[src/rtl/rename_pkg.sv]
// rename_pkg: shared widths, history entry layout and controller states for rename_ctrl.
package rename_pkg;
  localparam int ARCH_W = 5;
  localparam int PHYS_W = 6;
  typedef struct packed {
    logic [ARCH_W-1:0] arch_dest;
    logic [PHYS_W-1:0] new_phys;
    logic [PHYS_W-1:0] old_phys;
  } rename_hist_entry_t;
  typedef enum logic [1:0] {IDLE = 2'd0, WALK = 2'd1, DONE = 2'd2} rename_ctrl_state_t;
endpackage

[src/rtl/rename_ctrl_if.sv]
// rename_ctrl_if: rename/commit/flush handshakes and recovery outputs of rename_ctrl.
// RENAME_CTRL_STATS_EN adds the saturating stall and squash counters.
interface rename_ctrl_if import rename_pkg::*; #(parameter int DEPTH = 16);
  logic              ren_valid;
  logic [ARCH_W-1:0] ren_arch_dest;
  logic [PHYS_W-1:0] ren_new_phys;
  logic [PHYS_W-1:0] ren_old_phys;
  logic              fl_empty;
  logic              ren_ready;
  logic              commit_req;
  logic              commit_ack;
  logic              flush;
  logic              free_valid;
  logic [PHYS_W-1:0] free_phys_reg;
  logic              restore_valid;
  logic [ARCH_W-1:0] restore_arch;
  logic [PHYS_W-1:0] restore_phys;
  logic              flush_done;
  logic [$clog2(DEPTH):0] occupancy;
`ifdef RENAME_CTRL_STATS_EN
  logic [31:0]       stat_stall_cycles;
  logic [31:0]       stat_squashed;
`endif
  modport master (
    output ren_valid, ren_arch_dest, ren_new_phys, ren_old_phys, fl_empty, commit_req, flush,
    input  ren_ready, commit_ack, free_valid, free_phys_reg, restore_valid, restore_arch,
           restore_phys, flush_done, occupancy
`ifdef RENAME_CTRL_STATS_EN
    , input stat_stall_cycles, stat_squashed
`endif
  );
  modport slave (
    input  ren_valid, ren_arch_dest, ren_new_phys, ren_old_phys, fl_empty, commit_req, flush,
    output ren_ready, commit_ack, free_valid, free_phys_reg, restore_valid, restore_arch,
           restore_phys, flush_done, occupancy
`ifdef RENAME_CTRL_STATS_EN
    , output stat_stall_cycles, stat_squashed
`endif
  );
endinterface

[src/rtl/rename_hist_buf.sv]
// rename_hist_buf: circular rename history with push-at-tail, pop-at-head (commit)
// and pop-at-tail (flush walk); tail_entry is the youngest live entry.
module rename_hist_buf import rename_pkg::*; #(
  parameter int DEPTH = 16,
  localparam int AW = $clog2(DEPTH)
) (
  input  logic               clk,
  input  logic               reset,
  input  logic               push,
  input  rename_hist_entry_t push_entry,
  input  logic               pop_head,
  input  logic               pop_tail,
  output rename_hist_entry_t head_entry,
  output rename_hist_entry_t tail_entry,
  output logic [AW:0]        count
);
  rename_hist_entry_t mem [DEPTH];
  logic [AW-1:0] head, tail, tail_m1;
  assign tail_m1 = tail - 1'b1;
  assign head_entry = mem[head];
  assign tail_entry = mem[tail_m1];
  always_ff @(posedge clk)
    if (push) mem[tail] <= push_entry;
  always_ff @(posedge clk)
    if (reset) begin
      head  <= '0;
      tail  <= '0;
      count <= '0;
    end else begin
      head  <= pop_head ? head + 1'b1 : head;
      tail  <= push ? tail + 1'b1 : pop_tail ? tail_m1 : tail;
      count <= count + (AW+1)'(push) - (AW+1)'(pop_head) - (AW+1)'(pop_tail);
    end
endmodule

[src/rtl/rename_ctrl.sv]
// rename_ctrl: rename history sequencing (commit frees, flush walk restores) with stall control.
// Optional RENAME_CTRL_STATS_EN adds stall/squash statistics counters.
module rename_ctrl import rename_pkg::*; #(
  parameter int DEPTH = 16,
  localparam int AW = $clog2(DEPTH)
) (
  input logic        clk,
  input logic        reset,
  rename_ctrl_if.slave bus
);
  rename_ctrl_state_t state, state_d;
  rename_hist_entry_t head_entry, tail_entry;
  logic [AW:0] count;
  logic idle, walk, push, full;
  assign idle = state == IDLE;
  assign walk = state == WALK;
  assign full = count == (AW+1)'(DEPTH);
  assign bus.ren_ready  = !reset && idle && !bus.flush && !bus.fl_empty && !full;
  assign bus.commit_ack = !reset && idle && !bus.flush && bus.commit_req && count != '0;
  assign push = bus.ren_valid && bus.ren_ready;
  assign bus.flush_done = state == DONE;
  assign bus.occupancy = count;
  rename_hist_buf #(.DEPTH(DEPTH)) u_hist (
    .clk        (clk),
    .reset      (reset),
    .push       (push),
    .push_entry ('{bus.ren_arch_dest, bus.ren_new_phys, bus.ren_old_phys}),
    .pop_head   (bus.commit_ack),
    .pop_tail   (walk),
    .head_entry (head_entry),
    .tail_entry (tail_entry),
    .count      (count)
  );
  always_comb begin
    state_d = idle ? (bus.flush ? (count != '0 ? WALK : DONE) : IDLE)
            : walk ? (count == (AW+1)'(1) ? DONE : WALK) : IDLE;
  end
  // Commit and walk are mutually exclusive by state, so the free port is a plain mux.
  always_ff @(posedge clk)
    if (reset) begin
      state             <= IDLE;
      bus.free_valid    <= 1'b0;
      bus.free_phys_reg <= '0;
      bus.restore_valid <= 1'b0;
      bus.restore_arch  <= '0;
      bus.restore_phys  <= '0;
    end else begin
      state             <= state_d;
      bus.free_valid    <= walk || bus.commit_ack;
      bus.free_phys_reg <= walk ? tail_entry.new_phys : bus.commit_ack ? head_entry.old_phys : '0;
      bus.restore_valid <= walk;
      bus.restore_arch  <= walk ? tail_entry.arch_dest : '0;
      bus.restore_phys  <= walk ? tail_entry.old_phys : '0;
    end
`ifdef RENAME_CTRL_STATS_EN
  always_ff @(posedge clk)
    if (reset) begin
      bus.stat_stall_cycles <= '0;
      bus.stat_squashed     <= '0;
    end else begin
      if (bus.ren_valid && !bus.ren_ready && ~&bus.stat_stall_cycles)
        bus.stat_stall_cycles <= bus.stat_stall_cycles + 1'b1;
      if (walk && ~&bus.stat_squashed)
        bus.stat_squashed <= bus.stat_squashed + 1'b1;
    end
`endif
endmodule

[src/flat_wrapper.sv]
// flat-port wrapper written by rule: the top's interface ports become plain ports
module rename_ctrl_flat import rename_pkg::*;
#(
  parameter int DEPTH = 16,
  localparam int AW = $clog2(DEPTH)
)
  (clk, reset, bus_ren_valid, bus_ren_arch_dest, bus_ren_new_phys, bus_ren_old_phys, bus_fl_empty, bus_commit_req, bus_flush, bus_ren_ready, bus_commit_ack, bus_free_valid, bus_free_phys_reg, bus_restore_valid, bus_restore_arch, bus_restore_phys, bus_flush_done, bus_occupancy);
  rename_ctrl_if #(.DEPTH(DEPTH)) bus_i ();
  input logic clk;
  input logic reset;
  input wire logic [$bits(bus_i.ren_valid)-1:0] bus_ren_valid;
  input wire logic [$bits(bus_i.ren_arch_dest)-1:0] bus_ren_arch_dest;
  input wire logic [$bits(bus_i.ren_new_phys)-1:0] bus_ren_new_phys;
  input wire logic [$bits(bus_i.ren_old_phys)-1:0] bus_ren_old_phys;
  input wire logic [$bits(bus_i.fl_empty)-1:0] bus_fl_empty;
  input wire logic [$bits(bus_i.commit_req)-1:0] bus_commit_req;
  input wire logic [$bits(bus_i.flush)-1:0] bus_flush;
  output wire logic [$bits(bus_i.ren_ready)-1:0] bus_ren_ready;
  output wire logic [$bits(bus_i.commit_ack)-1:0] bus_commit_ack;
  output wire logic [$bits(bus_i.free_valid)-1:0] bus_free_valid;
  output wire logic [$bits(bus_i.free_phys_reg)-1:0] bus_free_phys_reg;
  output wire logic [$bits(bus_i.restore_valid)-1:0] bus_restore_valid;
  output wire logic [$bits(bus_i.restore_arch)-1:0] bus_restore_arch;
  output wire logic [$bits(bus_i.restore_phys)-1:0] bus_restore_phys;
  output wire logic [$bits(bus_i.flush_done)-1:0] bus_flush_done;
  output wire logic [$bits(bus_i.occupancy)-1:0] bus_occupancy;
  assign bus_i.ren_valid = bus_ren_valid;
  assign bus_i.ren_arch_dest = bus_ren_arch_dest;
  assign bus_i.ren_new_phys = bus_ren_new_phys;
  assign bus_i.ren_old_phys = bus_ren_old_phys;
  assign bus_i.fl_empty = bus_fl_empty;
  assign bus_i.commit_req = bus_commit_req;
  assign bus_i.flush = bus_flush;
  assign bus_ren_ready = bus_i.ren_ready;
  assign bus_commit_ack = bus_i.commit_ack;
  assign bus_free_valid = bus_i.free_valid;
  assign bus_free_phys_reg = bus_i.free_phys_reg;
  assign bus_restore_valid = bus_i.restore_valid;
  assign bus_restore_arch = bus_i.restore_arch;
  assign bus_restore_phys = bus_i.restore_phys;
  assign bus_flush_done = bus_i.flush_done;
  assign bus_occupancy = bus_i.occupancy;
  rename_ctrl #(.DEPTH(DEPTH)) u_core (.clk(clk), .reset(reset), .bus(bus_i));
endmodule
[config.mk]
export PLATFORM = sky130hd
export DESIGN_NAME = rename_ctrl_flat
export DESIGN_NICKNAME = d
export VERILOG_FILES = /design/src/rtl/rename_pkg.sv /design/src/rtl/rename_ctrl_if.sv /design/src/rtl/rename_hist_buf.sv /design/src/rtl/rename_ctrl.sv /design/src/flat_wrapper.sv
export SDC_FILE = /design/constraint.sdc
export NUM_CORES = 1
export LEC_CHECK = 0
export CORE_ASPECT_RATIO = 0.8
export CORE_UTILIZATION = 60
export DETAILED_ROUTE_END_ITERATION = 16
export GPL_TIMING_DRIVEN = 0
export PLACE_DENSITY = 0.83
export SLEW_MARGIN = 20
export SYNTH_ARGS = -nofsm -noshare
export SYNTH_HDL_FRONTEND = slang
export SYNTH_SLANG_ARGS = --single-unit
[constraint.sdc]
create_clock -name clk -period 7.7 [get_ports clk]
set_input_delay 1.155 -clock clk [delete_from_list [all_inputs] [get_ports clk]]
set_output_delay 1.155 -clock clk [all_outputs]
set_load 0.02 [all_outputs]
==> results.py <==
# Auto-generated metrics
metrics = {
    "clocking": {
        "root_buffer": "clkbuf_16",
        "cts_tree": "done",
        "cts_resized": 0,
        "insertion_delay_ns": 0.57,
        "cts_num_sinks": 310,
        "postCtsHoldBufs": 0,
        "clock_path_buffers": 3,
        "path_clk_slew_ns": 0.06,
    },
    "timing": {
        "fin_crit_ns": 4.47,
        "setup_ws_ns": 3.23,
        "hold_slack_ns": 0.537,
        "clock_skew_ns": 0.0133,
        "slew_headroom_pct": 24.2,
        "rsz0062_at_grt": "no",
        "setup_tns_ns": 0,
        "finalSetupViolations": 0,
        "final_hold_viol_count": 0,
        "period_used_pct": 58.0,
        "fmax_mhz": 224,
        "drv_slew": 0,
    },
    "route": {
        "viasPerCell": 6.75,
        "final_antenna_net_count": 0,
        "wl_met3_mm": 2.87,
        "post_drt_wl_per_cell_um": 29.7,
        "topRoutingLayerUsed": "met4",
        "wl_met1_mm": 11.4,
        "drtPass1Iterations": 5,
        "drcViolationCount": 0,
        "drt-total-wl_mm": 29.8,
    },
    "finish": {
        "diodes": 0,
        "n_fill_cell": 1188,
        "most-common-layout-cells": "edfxtp_1 (272), mux4_2 (104), clkdlybuf4s50_1 (49), dfxtp_1 (38), clkbuf_16 (29)",
        "final_common_cell": "edfxtp_1",
        "syn_to_final_growth_pct": 16.0,
        "fin_cells": 1003,
        "drive_gt1_share_pct": 27.2,
        "largest_reg_flops": 272,
    },
    "critical_path": {
        "critPathKind": "primary input to output port",
        "cp-endpoint": "bus_commit_ack",
        "cp_max_fo": 10,
        "r2r_slack_ns": 3.79,
        "cp-startpoint": "reset",
        "crit_path_start_kind": "primary input",
        "worstPathArrival_ns": 3.31,
        "crit_path_end_kind": "output port",
        "r2r-end": "u_core.bus.free_phys_reg[4]",
        "ff2ff_path_depth": 9,
        "timing.rr.start": "u_core.u_hist.tail[0]",
        "worstPathRequired_ns": 6.55,
    },
    "power": {
        "p_clk_share_pct": 28.9,
        "clk-power_mw": 1.46,
        "power.switching_mw": 1.55,
        "power.total_mw": 5.06,
        "swShare_pct": 30.7,
        "power.group.top": "sequential cells",
        "leakage_nw": 4.59,
        "powerSeq_mw": 1.95,
        "p_comb_mw": 1.65,
        "p_int_mw": 3.51,
    },
    "flow_run": {
        "cap_viol_max_count": 0,
    },
    "hold_path": {
        "holdPathStages": 2,
        "hold_start": "u_core.u_hist.head[1]",
    },
    "yosys": {
        "synthArstFlopShare_pct": 0,
        "ys.flops": 310,
        "synthDistinctLibCells": 47,
        "netlist_area_sq_um": 12700,
        "synth_warnings": 0,
        "synth-edff-count": 272,
        "synth_seq_share_pct": 70.4,
        "ff_type": "edfxtp_1",
        "synthTopCellsByCount": "edfxtp_1 (272), mux4_2 (104), dfxtp_1 (38), nor2_1 (22), mux2i_1 (20)",
        "yosysCellCount": 619,
        "area_leaders": "edfxtp_1 (64%), mux4_2 (18%), dfxtp_1 (6.0%), mux2i_1 (1.6%), ha_1 (1.3%)",
        "most_common_cell": "edfxtp_1",
    },
    "global_route": {
        "gr-usage-met1_pct": 40.6,
        "grt_pass1_vias": 7046,
        "grt_pass1_wl_mm": 44.4,
        "grt_start_max_net_pins": 18,
    },
    "placed_design": {
        "postPlaceCellArea_sq_um": 13700,
        "port_buffers": 49,
        "dp_cells": 949,
        "globalplace.congestion": 0.843,
    },
    "floorplanning": {
        "chipArea_sq_um": 21700,
        "ios": 50,
    },
    "status": {
        "status": "completed",
    },
}
## worst max-delay path: stages
cell             delay (ns)
clkdlybuf4s50_1        0.47
nor4_1                 0.43
nand3_1                0.27
inv_2                  0.31
clkdlybuf4s50_1        0.68
## logic make-up (layout without fill, tap and decap cells)
family / count (synthesis) / in the layout / synth area share (%)
compound gates: 32 / 32 / 1.78
fa+ha+maj: 15 / 15 / 1.60
xor+xnor: 5 / 5 / 0.345
flops: 310 / 310 / 70.4
simple gates: 83 / 83 / 3.61
buf+inv: 45 / 160 / 1.78
mux: 129 / 129 / 20.5
## layout make-up
class	count	area, sq um	share of cell area [%]
buffer	34	184	1.25
clock buffer	35	758	5.16
clock inverter	19	220	1.50
inverter	11	41.3	0.281
multi-input combinational	264	3620	24.6
sequential	310	8930	60.7
tap	269	337	2.29
timing repair buffer	61	618	4.20
class_map.png
Scale: 3 px per um. Fill, decap, tap and diode cells in gray.
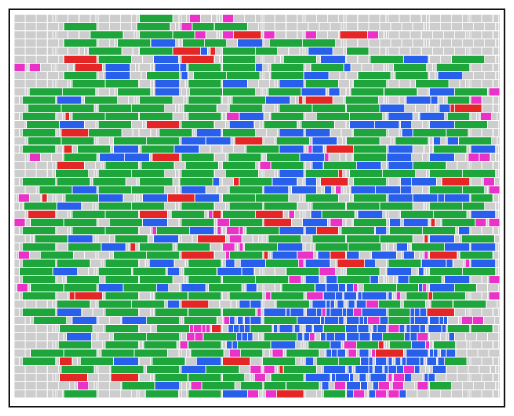
magenta -> remaining buffers and delay cells  # cells 95
red -> clock drivers and dummy loads  # cells 54
blue -> remaining logic cells  # cells 275
green -> registers  # cells 310
flop share of the area: 60.7%
row cnt: 47

congestion_map.png
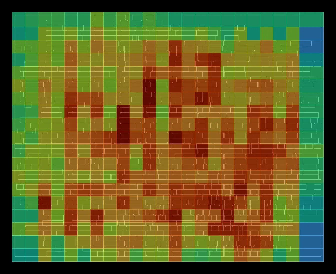
Final Core Density: 71.0%
Global Route Usage Sum: 28.9%
M2 GR Usage: 45.2%

floorplan.png
Scale: 2 px per um. Pins as bars on the die edge.
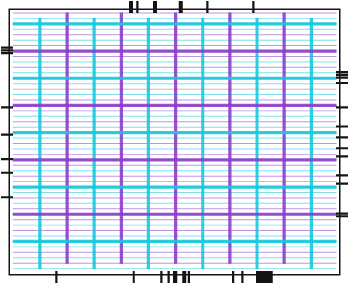
cyan -> VSS
purple -> VDD
signal pins = 50
rows = 47
met1 rails = 48
met5 straps = 9
core area: 20700 sq um
Worst VDD drop: 0.227 mV
Die X: 165 um

Power and IR drop assume default switching activity.
